### src/rtl/program_loader.sv
// Loads a framed program image (count, BPW bytes per word MSB first, checksum) into instruction memory.
// Latency: write strobe one cycle after a word's last byte; done/error one cycle after the checksum byte.
// Backpressure: rx_ready is high in every loading state, including write cycles; it is low otherwise.
module program_loader #(
    parameter int ADDR_W      = 8,
    parameter int DATA_W      = 24,
    parameter int TIMEOUT_CYC = 1000
) (
    input  logic              clk,
    input  logic              rst,
    input  logic              start,
    input  logic [7:0]        rx_data,
    input  logic              rx_valid,
    output logic              rx_ready,
    output logic              wr_en,
    output logic [ADDR_W-1:0] wr_addr,
    output logic [DATA_W-1:0] wr_data,
    output logic              cpu_hold,
    output logic              busy,
    output logic              done,
    output logic              error
);

    localparam int BPW  = DATA_W / 8;
    localparam int BI_W = (BPW > 1) ? $clog2(BPW) : 1;
    localparam int TO_W = (TIMEOUT_CYC > 1) ? $clog2(TIMEOUT_CYC) : 1;

    localparam logic [ADDR_W-1:0] A_ONE    = ADDR_W'(1);
    localparam logic [BI_W-1:0]   B_ONE    = BI_W'(1);
    localparam logic [BI_W-1:0]   B_LAST   = BI_W'(BPW - 1);
    localparam logic [TO_W-1:0]   T_ONE    = TO_W'(1);
    localparam logic [TO_W-1:0]   T_LAST   = TO_W'((TIMEOUT_CYC > 0) ? TIMEOUT_CYC - 1 : 0);
    localparam bit                TO_EN    = (TIMEOUT_CYC > 0);

    typedef enum logic [2:0] {
        S_IDLE,
        S_COUNT,
        S_DATA,
        S_CHECK,
        S_DONE,
        S_ERR
    } state_t;

    state_t            state_q;
    logic              busy_q;
    logic              done_q;
    logic              error_q;
    logic              hold_q;
    logic              wr_en_q;
    logic [ADDR_W-1:0] wr_addr_q;
    logic [DATA_W-1:0] wr_data_q;
    logic [ADDR_W-1:0] word_q;
    logic [ADDR_W-1:0] last_q;
    logic [DATA_W-1:0] asm_q;
    logic [7:0]        sum_q;
    logic [BI_W-1:0]   bidx_q;
    logic [TO_W-1:0]   tmo_q;

    logic              hs_d;
    logic [7:0]        sum_d;
    logic [DATA_W-1:0] asm_d;
    logic              tmo_exp_d;

    // busy_q is exactly "in COUNT, DATA or CHECK", so it doubles as rx_ready
    assign hs_d      = rx_valid && busy_q;
    assign sum_d     = sum_q + rx_data;
    assign asm_d     = (asm_q << 8) | DATA_W'(rx_data);
    assign tmo_exp_d = TO_EN && (tmo_q == T_LAST);

    // Loader FSM: frame parsing, word assembly, write strobes, checksum and timeout
    always_ff @(posedge clk) begin
        if (rst) begin
            state_q   <= S_IDLE;
            busy_q    <= 1'b0;
            done_q    <= 1'b0;
            error_q   <= 1'b0;
            hold_q    <= 1'b0;
            wr_en_q   <= 1'b0;
            wr_addr_q <= '0;
            wr_data_q <= '0;
            word_q    <= '0;
            last_q    <= '0;
            asm_q     <= '0;
            sum_q     <= '0;
            bidx_q    <= '0;
            tmo_q     <= '0;
        end else begin
            wr_en_q <= 1'b0;
            case (state_q)
                S_IDLE, S_DONE, S_ERR: begin
                    if (start) begin
                        state_q <= S_COUNT;
                        busy_q  <= 1'b1;
                        hold_q  <= 1'b1;
                        done_q  <= 1'b0;
                        error_q <= 1'b0;
                        sum_q   <= '0;
                        word_q  <= '0;
                        bidx_q  <= '0;
                        tmo_q   <= '0;
                    end
                end
                S_COUNT, S_DATA, S_CHECK: begin
                    if (hs_d) begin
                        tmo_q <= '0;
                        sum_q <= sum_d;
                        case (state_q)
                            S_COUNT: begin
                                // count 0 wraps to the all-ones last index, i.e. a full memory
                                last_q  <= ADDR_W'(rx_data) - A_ONE;
                                state_q <= S_DATA;
                            end
                            S_DATA: begin
                                asm_q <= asm_d;
                                if (bidx_q == B_LAST) begin
                                    bidx_q    <= '0;
                                    wr_en_q   <= 1'b1;
                                    wr_addr_q <= word_q;
                                    wr_data_q <= asm_d;
                                    word_q    <= word_q + A_ONE;
                                    if (word_q == last_q) begin
                                        state_q <= S_CHECK;
                                    end
                                end else begin
                                    bidx_q <= bidx_q + B_ONE;
                                end
                            end
                            default: begin
                                busy_q <= 1'b0;
                                if (sum_d == 8'd0) begin
                                    state_q <= S_DONE;
                                    done_q  <= 1'b1;
                                    hold_q  <= 1'b0;
                                end else begin
                                    state_q <= S_ERR;
                                    error_q <= 1'b1;
                                end
                            end
                        endcase
                    end else if (tmo_exp_d) begin
                        // CPU stays held; a write registered earlier still drives out this cycle
                        state_q <= S_ERR;
                        busy_q  <= 1'b0;
                        error_q <= 1'b1;
                    end else if (TO_EN) begin
                        tmo_q <= tmo_q + T_ONE;
                    end
                end
                default: begin
                    state_q <= S_IDLE;
                end
            endcase
        end
    end

    assign rx_ready = busy_q;
    assign busy     = busy_q;
    assign done     = done_q;
    assign error    = error_q;
    assign cpu_hold = hold_q;
    assign wr_en    = wr_en_q;
    assign wr_addr  = wr_addr_q;
    assign wr_data  = wr_data_q;

endmodule

### config.mk
export PLATFORM = sky130hd
export DESIGN_NAME = program_loader
export DESIGN_NICKNAME = d
export VERILOG_FILES = /design/src/rtl/program_loader.sv
export SDC_FILE = /design/constraint.sdc
export NUM_CORES = 1
export LEC_CHECK = 0
export CORE_AREA = 2 2 106 108
export CTS_BUF_LIST = sky130_fd_sc_hd__clkbuf_8
export DETAILED_ROUTE_END_ITERATION = 12
export DIE_AREA = 0 0 108 110
export PLACE_DENSITY = 0.74
export SLEW_MARGIN = 20
export SYNTH_ARGS = -nofsm -noshare
export SYNTH_HDL_FRONTEND = slang
export SYNTH_SLANG_ARGS = --single-unit
### constraint.sdc
create_clock -name clk -period 2.25 [get_ports clk]
set_input_delay 0.45 -clock clk [delete_from_list [all_inputs] [get_ports clk]]
set_output_delay 0.45 -clock clk [all_outputs]
set_load 0.02 [all_outputs]
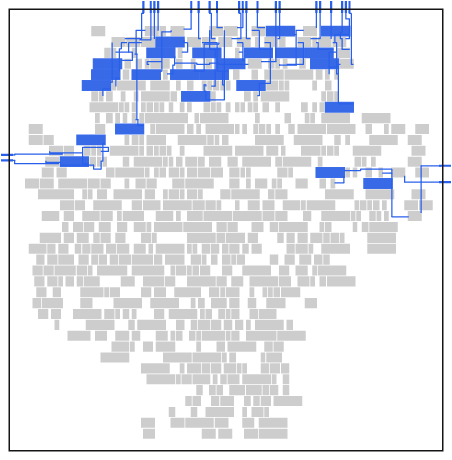
*I/O nets highlighted*
Drawn at 4 px/um.
- `wr_data`: blue (bits 24; direction output; end cells 24; buffers 24; wire 604 um)
Ports: 50
Port Buffers: 49

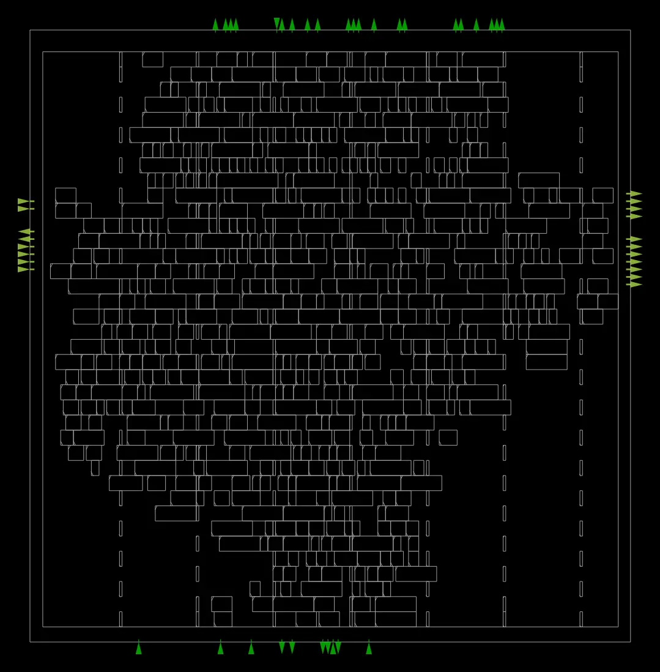
*Cell outlines without signal wires*
Core Area: 10700 um2
n_taps: 140

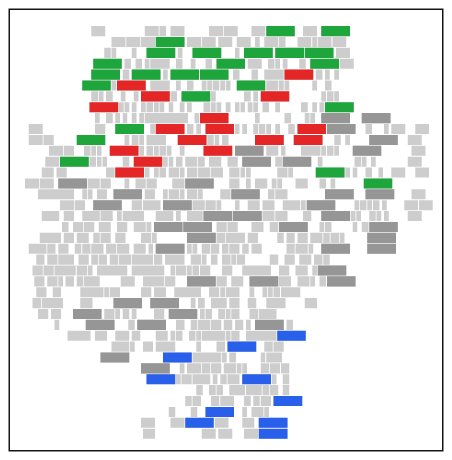
*Sequential cells grouped by signal name*
Drawn at 4 px/um. Other sequential cells in the stronger grey, the rest of the logic in the fainter grey.
- `wr_data`: green (sequential cells 24)
- `asm_q`: red (sequential cells 16)
- `tmo_q`: blue (sequential cells 10; where bottom centre)
- not coloured: 42
P_seq: 1.84 mW
sequential cell area share: 34.4%

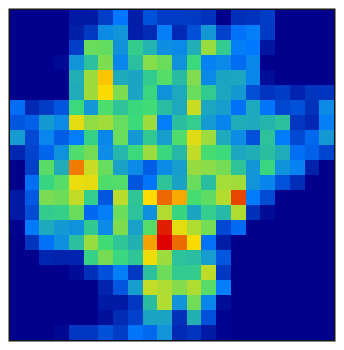
*Wire density map*
Drawn at 3 px/um. The die is cut into 22 by 22 equal tiles; dark blue is low, red is high, scaled to the fullest tile. Values are wire area over tile area, all layers added.
- nearly empty tiles: 30%
- tiles over half the peak: 18%
- fullest tile: 0.53
- mean over tiles: 0.13
- densest ninth of the die: centre
vias: 3854
Global Route Usage Sum: 17.6%
wire per inst: 14.0 um
total wire length: 10.1 mm

==> flow_metrics.env <==
# implementation run metrics
export IMPL_drt_iter0_markers=221
export IMPL_powerDensity_nw_per_um2=831
export IMPL_busiest_layer="met2"
export IMPL_synth_compound_area_share_pct=19.9
export IMPL_slowest_delay_ps=440
export IMPL_setup_ws_ps=81.3
export IMPL_met3WireLength_um=331
export IMPL_setup_worst_path_end_class="register"
export IMPL_cts_buffers=9
export IMPL_cts_root_buf="clkbuf_8"
export IMPL_startpoint_type="input pin"
export IMPL_maxUsedRoutingLayer="met4"
export IMPL_min_to="wr_data[22]"
export IMPL_ys_cells=503
export IMPL_synth_area_mux_share_pct=0.239
export IMPL_ant_nets=0
export IMPL_finalSetupViolCount=0
export IMPL_outcome="finished, final reports clean"
export IMPL_ys_flops=92
export IMPL_logic_family="simple AND/OR/NAND/NOR gates"
export IMPL_grt_overflow=0
export IMPL_xor_share_pct=5.02
export IMPL_antenna_cells=0
export IMPL_utilization_pct=50.0
export IMPL_die_w_um=108
export IMPL_ys_async_sr_fraction_pct=0
export IMPL_internal_power_mw=2.93
export IMPL_htreeDepth=3
export IMPL_power_leakage_nw=1.91
export IMPL_fin_nets=603
export IMPL_rows=38
export IMPL_dr_wl_met2_mm=5.02
export IMPL_hold_ws_ps=460
export IMPL_use_met2_pct=30.1
export IMPL_arrival_ps=2480
export IMPL_comb_area_um2=2260
export IMPL_vias_per_cell=5.32
export IMPL_yosysSeqAreaShare_pct=44.0
export IMPL_clockPowerShare_pct=26.8
export IMPL_edf_count=0
export IMPL_clockBufferDepth=2
export IMPL_synth_area_um2=4190
export IMPL_postSynthAreaPerCell_um2=8.32
export IMPL_use_met3_pct=3.35
export IMPL_grt_max_degree=54
export IMPL_min_from="wr_data[22]"
export IMPL_grt_use_met1_pct=22.6
export IMPL_cts_tree="yes"
export IMPL_netlist_instances=503
export IMPL_worstSetupPathType="input pin to register"
export IMPL_fillers=1008
export IMPL_top_area_share_pct=44.0
export IMPL_ir_drop_mv=0.393
export IMPL_pre_cts_ws_ps=-602
export IMPL_r2r_slack_ps=150
export IMPL_tns_ps=0
export IMPL_gp_congestion=0.868
export IMPL_grt_pass1_vias=3534
export IMPL_cap_violations=0
export IMPL_tightest_slew_ps=534
export IMPL_yosysWarnings=0
export IMPL_syn_nets=526
export IMPL_power_frac_comb_pct=31.7
export IMPL_p_sw_share_pct=34.0
export IMPL_nNonClkInverters=13
export IMPL_hpwl_mm=7.41
export IMPL_slew_headroom_pct=64.3
export IMPL_whs_path_depth=2
export IMPL_clk_share_pct=4.05
export IMPL_fmax_ghz=0.461
export IMPL_placed_area_um2=5050
export IMPL_die_area_um2=11900
export IMPL_antenna_found_initial=0
export IMPL_fp_dieH_um=110
export IMPL_reg2reg_depth=8
export IMPL_cts_sinks=92
export IMPL_flop_cell="dfxtp_1"
export IMPL_power_share_sequential_pct=41.5
export IMPL_hold_violations=0
export IMPL_clock_latency_late_pin_ps=360
export IMPL_cp_num_buf_inv=2
export IMPL_reg2reg_to="done"
export IMPL_clk_pin_slew_worst_paths_ps=90
export IMPL_crit_fanout=4
export IMPL_worstPathCellList="clkdlybuf4s50_1, ha_2, o21a_1, buf_4, nand4_1, and3_4, nor4_4, a32o_1"
export IMPL_hold_buffers=0
export IMPL_dr_pass1_iters=6
export IMPL_post_cts_setup_buffers=1
export IMPL_synthAdderAreaFrac_pct=3.47
export IMPL_ys_chip_area_um2=4190
export IMPL_yosysUniqueCellTypes=65
export IMPL_multiInputCombCellCount=373
export IMPL_cp_slowest_cell="clkdlybuf4s50_1"
export IMPL_p_switching_mw=1.51
export IMPL_area_growth_pct=27.8
export IMPL_fp_util_pct=39.1
export IMPL_warning_count=26
export IMPL_register_area_um2=1840
export IMPL_ys_sh_simple_pct=23.4
export IMPL_grt_pass1_wl_mm=16.6
export IMPL_nClkBuffers=10
export IMPL_power_total_mw=4.45
export IMPL_m1WireLength_mm=4.64
export IMPL_design_area_um2=5350
export IMPL_drive_gt1_share_pct=16.1
export IMPL_yosysTopAreaCell="dfxtp_1"
export IMPL_report_final_slew_viol_count=0
export IMPL_topCellsByArea="dfxtp_1, nand2_1, a21oi_1"
export IMPL_layoutNonFillerInstCount=725
export IMPL_hp_class="register to register"
export IMPL_worst_clock_skew_ps=9.82
export IMPL_drc=0
export IMPL_path_delay_family="simple AND/OR/NAND/NOR gates"
export IMPL_signal_buffers=91
export IMPL_largest_class="combinational gates"
export IMPL_cp_required_ps=2560
export IMPL_flops=92
export IMPL_dpl_cell_count=708
## synth_stat cells, drive strengths merged (6+ instances only)
cell	n
nand2	113
xnor2	15
xor2	9
buf	11
o21ai	12
nand4	6
or2	6
ha	10
inv	13
a21oi	67
or3	6
nor2	36
a211oi	10
nand3	7
nor3	8
dfxtp	92
clkbuf	14
## kinds of logic (layout without fill, tap and decap cells)
family,count (synthesis),after routing
compound gates,127,127
buf+inv,38,120
simple gates,210,210
flops,92,92
xor+xnor,24,24
fa+ha+maj,11,11
mux,1,1
## cell usage in the layout (no fill, tap or decap), drive strengths merged, types with 9 or more instances in the layout
master	netlist	layout
a211oi	10	10
a21oi	67	67
buf	11	43
clkbuf	14	10
clkdlybuf4s50	0	46
dfxtp	92	92
ha	10	10
inv	13	17
nand2	113	113
nor2	36	36
o21ai	12	12
xnor2	15	15
xor2	9	9
## power groups by stage
| stage | clock network [mW] | logic (mW) | registers, mW |
|---|---|---|---|
| 6_report | 1.19 | 1.41 | 1.84 |
| 5_1_grt | 1.29 | 1.54 | 1.86 |
| 4_1_cts | 1.21 | 1.36 | 1.84 |
| 3_5_place_dp | 0 | 1.32 | 1.88 |
| 3_3_place_gp | 0 | 1.28 | 1.87 |
| 2_1_floorplan | 0 | 0.887 | 1.86 |
## state kept, by name, summed over array words and instances (netlist names), 2 cells and up
name     flops
asm_q       16
bidx_q       2
last_q       8
state_q      3
sum_q        8
tmo_q       10
word_q       8
wr_addr      8
wr_data     24
## worst max path at each step
stage               start         end  slack [ps]  depth (start not counted)
4_1_cts        rx_data[5]  state_q[0]          60                          8
3_5_place_dp   rx_data[0]        done        -600                          9
3_3_place_gp   rx_data[0]        done        -560                          9
2_1_floorplan  rx_data[0]        done          90                          8
6_report       rx_data[2]        done          80                          8
5_1_grt        rx_data[3]        done          -8                          7
Power figures rest on the tool's default switching activity, not on a simulated workload.
